$ cat config.mk
export PLATFORM = sky130hd
export DESIGN_NAME = bitrev_swap_scheduler_flat
export DESIGN_NICKNAME = d
export VERILOG_FILES = /design/src/rtl/bitrev_swap_scheduler_if.sv /design/src/rtl/bitrev_swap_scheduler.sv /design/src/flat_wrapper.sv
export SDC_FILE = /design/constraint.sdc
export NUM_CORES = 1
export LEC_CHECK = 0
export CAP_MARGIN = 10
export CORE_ASPECT_RATIO = 1.4
export CORE_MARGIN = 2
export CORE_UTILIZATION = 50
export DETAILED_ROUTE_END_ITERATION = 16
export HOLD_SLACK_MARGIN = 0.06
export PLACE_DENSITY_LB_ADDON = 0.25
export RECOVER_POWER = 100
export SLEW_MARGIN = 30
export SYNTH_ARGS = -nofsm -noshare
export SYNTH_HDL_FRONTEND = slang
export SYNTH_SLANG_ARGS = --single-unit
$ cat constraint.sdc
create_clock -name clk -period 17.6 [get_ports clk]
set_input_delay 5.28 -clock clk [delete_from_list [all_inputs] [get_ports clk]]
set_output_delay 5.28 -clock clk [all_outputs]
set_load 0.01 [all_outputs]
$ cat src/rtl/bitrev_swap_scheduler_if.sv
// Bundle of the control, bit-reversal-unit and swap-request signals of
// bitrev_swap_scheduler. The scheduler connects through the slave modport;
// the surrounding logic (stage controller, reversal unit, memory port)
// connects through the master modport.
interface bitrev_swap_scheduler_if #(
  parameter int D_WIDTH = 16
);
  logic               start;
  logic [D_WIDTH-1:0] l_cfg;
  logic               busy;
  logic               done;
  logic               cfg_err;
  logic [D_WIDTH-1:0] bitrev_idx;
  logic               bitrev_en;
  logic [D_WIDTH-1:0] bitrev_l;
  logic [D_WIDTH-1:0] bitrev_out;
  logic               swap_valid;
  logic               swap_ready;
  logic [D_WIDTH-1:0] swap_a;
  logic [D_WIDTH-1:0] swap_b;
  logic [D_WIDTH-1:0] swap_cnt;

  modport slave (
    input  start, l_cfg, bitrev_out, swap_ready,
    output busy, done, cfg_err, bitrev_idx, bitrev_en, bitrev_l,
           swap_valid, swap_a, swap_b, swap_cnt
  );

  modport master (
    output start, l_cfg, bitrev_out, swap_ready,
    input  busy, done, cfg_err, bitrev_idx, bitrev_en, bitrev_l,
           swap_valid, swap_a, swap_b, swap_cnt
  );
endinterface

$ cat src/rtl/bitrev_swap_scheduler.sv
// Walks idx = 0 .. 2^W-1 through an external registered bit-reversal unit
// and turns each (idx, rev(idx)) pair with idx < rev into one swap request.
// Results land in a 2-entry shift FIFO whose head drives the swap port.
// Issue is throttled so that the FIFO plus everything still in the
// reversal pipeline can never exceed two entries.
module bitrev_swap_scheduler #(
  parameter int D_WIDTH  = 16,
  parameter int RADIX_K1 = 2
) (
  input logic                    clk,
  input logic                    rst,
  bitrev_swap_scheduler_if.slave bus
);

  localparam int               LW     = 2 * D_WIDTH;
  localparam logic [D_WIDTH-1:0] ZERO_D = {D_WIDTH{1'b0}};
  localparam logic [D_WIDTH-1:0] ONE_D  = {{(D_WIDTH-1){1'b0}}, 1'b1};

  typedef enum logic [1:0] {
    ST_IDLE  = 2'd0,
    ST_RUN   = 2'd1,
    ST_DRAIN = 2'd2,
    ST_DONE  = 2'd3
  } state_t;

  // Mask of the low w bits; built bitwise so w == D_WIDTH needs no overflow.
  function automatic logic [D_WIDTH-1:0] low_mask(input logic [LW-1:0] w);
    logic [D_WIDTH-1:0] m;
    m = ZERO_D;
    for (int i = 0; i < D_WIDTH; i++) begin
      m[i] = (LW'(i) < w);
    end
    return m;
  endfunction

  state_t             state_r, state_next_s;
  logic [D_WIDTH-1:0] l_r;
  logic [D_WIDTH-1:0] mask_r;
  logic [D_WIDTH-1:0] idx_ctr_r;
  logic [D_WIDTH-1:0] bitrev_idx_r;
  logic               bitrev_en_r;
  logic [D_WIDTH-1:0] idx_d_r;
  logic               cmp_v_r;
  logic               busy_r, done_r, cfg_err_r;
  logic [D_WIDTH-1:0] swap_cnt_r;
  logic               v0_r, v1_r;
  logic [D_WIDTH-1:0] a0_r, b0_r, a1_r, b1_r;

  logic [LW-1:0]      w_req_s;
  logic               cfg_ok_s;
  logic               start_ok_s, start_bad_s;
  logic               issue_s, push_s, pop_s;
  logic [D_WIDTH-1:0] rev_s;
  logic [1:0]         fifo_next_s;
  logic [2:0]         lookahead_s;

  // Config legality, compare stage, FIFO occupancy and next-state logic.
  always_comb begin
    state_next_s = state_r;
    start_ok_s   = 1'b0;
    start_bad_s  = 1'b0;
    issue_s      = 1'b0;
    w_req_s      = LW'(bus.l_cfg) * LW'(RADIX_K1);
    cfg_ok_s     = (bus.l_cfg != ZERO_D) && (w_req_s <= LW'(D_WIDTH));
    rev_s        = bus.bitrev_out & mask_r;
    push_s       = cmp_v_r && ((idx_d_r & mask_r) < rev_s);
    pop_s        = v0_r && bus.swap_ready;
    fifo_next_s  = {1'b0, v0_r} + {1'b0, v1_r} + {1'b0, push_s} - {1'b0, pop_s};
    // The index in the reversal unit still needs a FIFO slot in the worst case.
    lookahead_s  = {1'b0, fifo_next_s} + {2'b00, bitrev_en_r};
    case (state_r)
      ST_IDLE: begin
        if (bus.start) begin
          if (cfg_ok_s) begin
            start_ok_s   = 1'b1;
            state_next_s = ST_RUN;
          end else begin
            start_bad_s  = 1'b1;
            state_next_s = ST_DONE;
          end
        end else begin
          state_next_s = ST_IDLE;
        end
      end
      ST_RUN: begin
        if (lookahead_s < 3'd2) begin
          issue_s = 1'b1;
          if (idx_ctr_r == mask_r) begin
            state_next_s = ST_DRAIN;
          end else begin
            state_next_s = ST_RUN;
          end
        end else begin
          state_next_s = ST_RUN;
        end
      end
      ST_DRAIN: begin
        if (!bitrev_en_r && (fifo_next_s == 2'd0)) begin
          state_next_s = ST_DONE;
        end else begin
          state_next_s = ST_DRAIN;
        end
      end
      ST_DONE: begin
        state_next_s = ST_IDLE;
      end
      default: begin
        state_next_s = ST_IDLE;
      end
    endcase
  end

  // FSM state register.
  always_ff @(posedge clk or posedge rst) begin
    if (rst) begin
      state_r <= ST_IDLE;
    end else begin
      state_r <= state_next_s;
    end
  end

  // Registered status outputs and sweep configuration latched on start.
  always_ff @(posedge clk or posedge rst) begin
    if (rst) begin
      busy_r    <= 1'b0;
      done_r    <= 1'b0;
      cfg_err_r <= 1'b0;
      l_r       <= ZERO_D;
      mask_r    <= ZERO_D;
    end else begin
      busy_r <= (state_next_s == ST_RUN) || (state_next_s == ST_DRAIN);
      done_r <= (state_next_s == ST_DONE);
      if (start_ok_s) begin
        cfg_err_r <= 1'b0;
        l_r       <= bus.l_cfg;
        mask_r    <= low_mask(w_req_s);
      end else if (start_bad_s) begin
        cfg_err_r <= 1'b1;
      end
    end
  end

  // Index counter, registered issue to the reversal unit and compare stage.
  always_ff @(posedge clk or posedge rst) begin
    if (rst) begin
      idx_ctr_r    <= ZERO_D;
      bitrev_idx_r <= ZERO_D;
      bitrev_en_r  <= 1'b0;
      idx_d_r      <= ZERO_D;
      cmp_v_r      <= 1'b0;
    end else begin
      bitrev_en_r <= issue_s;
      cmp_v_r     <= bitrev_en_r;
      if (start_ok_s) begin
        idx_ctr_r <= ZERO_D;
      end else if (issue_s) begin
        idx_ctr_r <= idx_ctr_r + ONE_D;
      end
      if (issue_s) begin
        bitrev_idx_r <= idx_ctr_r;
      end
      if (bitrev_en_r) begin
        idx_d_r <= bitrev_idx_r;
      end
    end
  end

  // Two-entry shift FIFO: slot 0 is always the head seen on the swap port.
  always_ff @(posedge clk or posedge rst) begin
    if (rst) begin
      v0_r <= 1'b0;
      v1_r <= 1'b0;
      a0_r <= ZERO_D;
      b0_r <= ZERO_D;
      a1_r <= ZERO_D;
      b1_r <= ZERO_D;
    end else if (!v0_r) begin
      if (push_s) begin
        v0_r <= 1'b1;
        a0_r <= idx_d_r;
        b0_r <= rev_s;
      end
    end else if (!v1_r) begin
      case ({push_s, pop_s})
        2'b10: begin
          v1_r <= 1'b1;
          a1_r <= idx_d_r;
          b1_r <= rev_s;
        end
        2'b01: begin
          v0_r <= 1'b0;
        end
        2'b11: begin
          a0_r <= idx_d_r;
          b0_r <= rev_s;
        end
        default: begin
          v0_r <= v0_r;
        end
      endcase
    end else if (pop_s) begin
      a0_r <= a1_r;
      b0_r <= b1_r;
      if (push_s) begin
        a1_r <= idx_d_r;
        b1_r <= rev_s;
      end else begin
        v1_r <= 1'b0;
      end
    end
  end

  // Count of swaps accepted downstream during the current sweep.
  always_ff @(posedge clk or posedge rst) begin
    if (rst) begin
      swap_cnt_r <= ZERO_D;
    end else if (start_ok_s) begin
      swap_cnt_r <= ZERO_D;
    end else if (pop_s) begin
      swap_cnt_r <= swap_cnt_r + ONE_D;
    end
  end

  assign bus.busy       = busy_r;
  assign bus.done       = done_r;
  assign bus.cfg_err    = cfg_err_r;
  assign bus.bitrev_idx = bitrev_idx_r;
  assign bus.bitrev_en  = bitrev_en_r;
  assign bus.bitrev_l   = l_r;
  assign bus.swap_valid = v0_r;
  assign bus.swap_a     = a0_r;
  assign bus.swap_b     = b0_r;
  assign bus.swap_cnt   = swap_cnt_r;

endmodule

$ cat src/flat_wrapper.sv
// flat-port wrapper written by rule: the top's interface ports become plain ports
module bitrev_swap_scheduler_flat 
#(
  parameter int D_WIDTH  = 16,
  parameter int RADIX_K1 = 2
)
  (clk, rst, bus_start, bus_l_cfg, bus_bitrev_out, bus_swap_ready, bus_busy, bus_done, bus_cfg_err, bus_bitrev_idx, bus_bitrev_en, bus_bitrev_l, bus_swap_valid, bus_swap_a, bus_swap_b, bus_swap_cnt);
  bitrev_swap_scheduler_if #(.D_WIDTH(D_WIDTH)) bus_i ();
  input logic clk;
  input logic rst;
  input wire logic [$bits(bus_i.start)-1:0] bus_start;
  input wire logic [$bits(bus_i.l_cfg)-1:0] bus_l_cfg;
  input wire logic [$bits(bus_i.bitrev_out)-1:0] bus_bitrev_out;
  input wire logic [$bits(bus_i.swap_ready)-1:0] bus_swap_ready;
  output wire logic [$bits(bus_i.busy)-1:0] bus_busy;
  output wire logic [$bits(bus_i.done)-1:0] bus_done;
  output wire logic [$bits(bus_i.cfg_err)-1:0] bus_cfg_err;
  output wire logic [$bits(bus_i.bitrev_idx)-1:0] bus_bitrev_idx;
  output wire logic [$bits(bus_i.bitrev_en)-1:0] bus_bitrev_en;
  output wire logic [$bits(bus_i.bitrev_l)-1:0] bus_bitrev_l;
  output wire logic [$bits(bus_i.swap_valid)-1:0] bus_swap_valid;
  output wire logic [$bits(bus_i.swap_a)-1:0] bus_swap_a;
  output wire logic [$bits(bus_i.swap_b)-1:0] bus_swap_b;
  output wire logic [$bits(bus_i.swap_cnt)-1:0] bus_swap_cnt;
  assign bus_i.start = bus_start;
  assign bus_i.l_cfg = bus_l_cfg;
  assign bus_i.bitrev_out = bus_bitrev_out;
  assign bus_i.swap_ready = bus_swap_ready;
  assign bus_busy = bus_i.busy;
  assign bus_done = bus_i.done;
  assign bus_cfg_err = bus_i.cfg_err;
  assign bus_bitrev_idx = bus_i.bitrev_idx;
  assign bus_bitrev_en = bus_i.bitrev_en;
  assign bus_bitrev_l = bus_i.bitrev_l;
  assign bus_swap_valid = bus_i.swap_valid;
  assign bus_swap_a = bus_i.swap_a;
  assign bus_swap_b = bus_i.swap_b;
  assign bus_swap_cnt = bus_i.swap_cnt;
  bitrev_swap_scheduler #(.D_WIDTH(D_WIDTH), .RADIX_K1(RADIX_K1)) u_core (.clk(clk), .rst(rst), .bus(bus_i));
endmodule
==> run summary <==
The synthesis and place-and-route flow finished, so here is a summary.

The post-synth count of flops with an enable pin is 0. The overall overflow remaining after global route came out at 0. The post-CTS repair timing setup buffer count is 0. The count of final max-slew check failures is 236. Routability-driven placement finished with a final weighted congestion of 0.882. The largest individual stage delay along the critical path comes from the cell clkbuf_1. The highest clock rate came out at 0.0880 GHz. The first-pass GRT wire length is 29300 um. The count of unique library cells instantiated by Yosys is 51. On the critical path the largest part of the delay comes from buffers and inverters.

In the synthesized netlist, the number of instances is 682. The worst setup path is launched from a primary input. The critical path endpoint has a required time of 17160 ps. The slew at the pin closest to its max-slew limit came out at 4180 ps.

The hold-fix buffer count after cts came out at 0. In the setup report, the worst path falls into the class primary input to async pin. After clock tree synthesis, the repair step resized 0 gates. The vertical die dimension is 147 um.

In this run the deepest clock path goes through 2 buffers. In this run the horizontal extent of the chip is 106 um. The share of the Yosys chip area taken by registers is 0.552. Summing over the stages, the warning tally comes to 27.

A synthesized cell averages 10.7 sq um. The net count after synthesis came out at 739. The count of instantiated cells in the yosys netlist is 682. The total routing resource utilization after global routing came out at 0.240. The number of inserted filler cells in the final layout came out at 1139. The layout summary lists the proportion of cells stronger than drive strength 1 as 0.0860. After synthesis, the most frequently instantiated cells are 161 x dfrtp_1, 78 x nor2_1, 72 x inv_1. The number of maximum-capacitance constraint violations is 4. After layout, the design draws a total of 800 uW. The count of nets left with antenna violations once routing finished came out at 0.

The number of DRC violations after detailed-routing iteration 0 is 254. The critical path goes through dlygate4sd3_1, clkinvlp_2, clkbuf_1. The count of final hold-check violations came out at 0. The number of H-tree levels came out at 4. In the layout the commonest cells are 161 x dfrtp_1, 88 x dlygate4sd3_1, 78 x nor2_1.

The worst stage delay on the critical path came out at 3070 ps. The die covers 0.0156 sq mm. The pin count of the biggest net entering global routing is 82. The number of sinks on the clock net came out at 161.

The main flop type after synthesis is dfrtp_1. The type of the worst min-delay path is flop to flop. The starting density of the core came out at 0.508. The script reports the combined buffer and inverter count of the critical path as 3. The flow ran to the end, but the final reports show violations. The post-route clock period utilization came out at 0.645. For reference, the clock transition at the flip-flops on the worst setup and hold paths is 60 ps. According to the report, the first pass of detailed routing completed in 5 iterations.

The remaining max-slew budget at the tightest pin came out at -1.78. The cell type with the largest total area after synthesis is dfrtp_1. The final worst hold slack came out at 494 ps. The count of unresolved DRC violations after routing is 0. Clock tree synthesis selected as its root buffer the cell clkbuf_16. The growth of design area from synthesis to finish is 25.9%. dfrtp_1 is the most common cell in the netlist. The share of async-settable or async-resettable flops after synthesis is 1.00. The final reports fail on capacitance limit, slew limit. The initial antenna violation count is 0. The OpenROAD report gives the critical path a data arrival time of 10920 ps.

The placed wire-length estimate after detailed placement is 12100 um. From the final report, the count of setup violators was given as 0. STA classifies the critical path endpoint as an async pin.
==> cell type report <==
class                           count  area, sq um  area share
Clock buffer                       19          453      0.0492
Clock inverter                     13          116      0.0127
Inverter                           72          272      0.0295
Multi-Input combinational cell    422         2850       0.310
Sequential cell                   161         4030       0.438
Tap cell                          189          236      0.0257
Timing Repair Buffer              127         1240       0.135
==> flip-flops by register name (all words and copies together), names as in the netlist <==
signal	count
u_core.a1_r	16
u_core.b1_r	16
u_core.bus.bitrev_en	1
u_core.bus.bitrev_idx	16
u_core.bus.bitrev_l	16
u_core.bus.busy	1
u_core.bus.cfg_err	1
u_core.bus.done	1
u_core.bus.swap_a	16
u_core.bus.swap_b	16
u_core.bus.swap_cnt	16
u_core.bus.swap_valid	1
u_core.cmp_v_r	1
u_core.idx_ctr_r	16
u_core.idx_d_r	16
u_core.mask_r	8
u_core.state_r	2
u_core.v1_r	1
==> final timing paths <==
kind / depth (start not counted) / slack (ps) / from / to
min in group asynchronous: 2 / 6330 / rst / u_core.bus.swap_b[15]
hold / removal: 1 / 490 / u_core.a1_r[2] / u_core.a1_r[2]
setup / recovery: 3 / 6240 / rst / u_core.bus.bitrev_idx[5]
hold reg to reg: 1 / 490 / u_core.a1_r[2] / u_core.a1_r[2]
setup reg to reg: 13 / 13050 / u_core.mask_r[11] / u_core.idx_ctr_r[3]
max in group clk: 14 / 8340 / bus_bitrev_out[7] / u_core.idx_ctr_r[3]
==> where the power goes <==
part / leakage, uW / internal (uW) / switching, uW
logic: 0.00215 / 25.6 / 27.9
clock network: 0.000281 / 193 / 162
registers: 0.00214 / 380 / 11.9
==> worst reg2reg max path: cells and delay by family (launching register included) <==
kind,cells,cell delay (ps)
AOI/OAI and AO/OA,4,1030
xor gates and xnor gates,1,180
adders and majority gates,2,840
buffers and inverters,1,800
DFF,1,550
and+or+nand+nor,5,990
==> cells by family (layout without fill, tap and decap cells) <==
group / after synthesis / count (layout) / share of synthesized area
AND/OR/NAND/NOR: 227 / 227 / 0.152
buffers and inverters: 99 / 231 / 0.0560
AND-OR/OR-AND: 88 / 88 / 0.0848
flip-flops: 161 / 161 / 0.552
adder cells (fa/ha/maj): 21 / 21 / 0.0370
multiplexers: 54 / 54 / 0.0803
XOR/XNOR: 32 / 32 / 0.0384
==> metrics by stage <==
stage / instances / setup slack [ps] / instance area (sq um) / utilization
floorplan: 682 / 7970 / 7300 / -
global placement: 969 / 8760 / 8670 / 0.603
detailed placement: 970 / 8490 / 8690 / 0.604
CTS: 1002 / 8880 / 9260 / 0.644
global route: 1003 / 4830 / 9200 / 0.640
finish: 1003 / 6240 / 9200 / 0.640
==> metal layers <==
metal  track usage  vias to the layer above  routed length, um
met3        0.0590                       36               1080
met4        0.0862                        0                507
met2         0.401                      186               8920
met5             0                        -                  0
li1              -                     2567                  -
met1         0.304                     2730               7090
**Routing congestion**

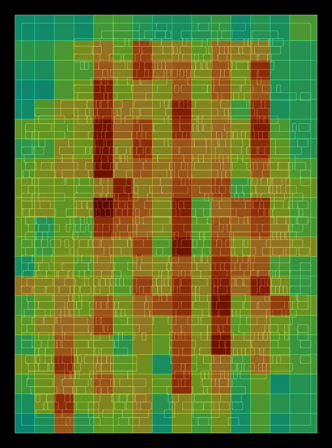
most congested layer reported by global routing: met2
met2 track demand over resource in global routing: 0.401
met1 track demand over resource in global routing: 0.304
Util after Layout: 0.640
final routed wire length divided by cell count: 17.5 um

**Layout detail**

Region (41, 61) to (66, 86) um. Cells in gray, sequential cells in the stronger gray; small squares are vias.
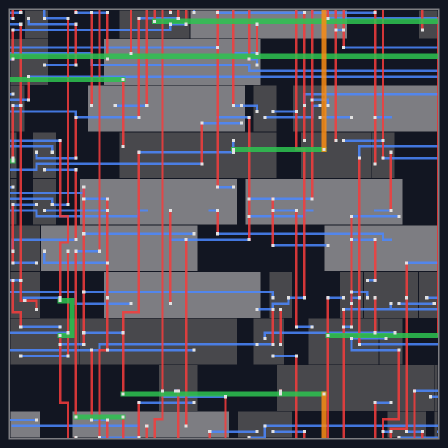
legend:
  met3:
    color: green
  met2:
    color: red
  met4:
    color: orange
  met1:
    color: blue
cells with their middle in the window: 35
most frequent: dfrtp_1 (10)
netlist names of flops here include: u_core.bus.bitrev_idx (3), u_core.a1_r (2)
sequential cells in the window: 10

Power and IR drop assume default switching activity.
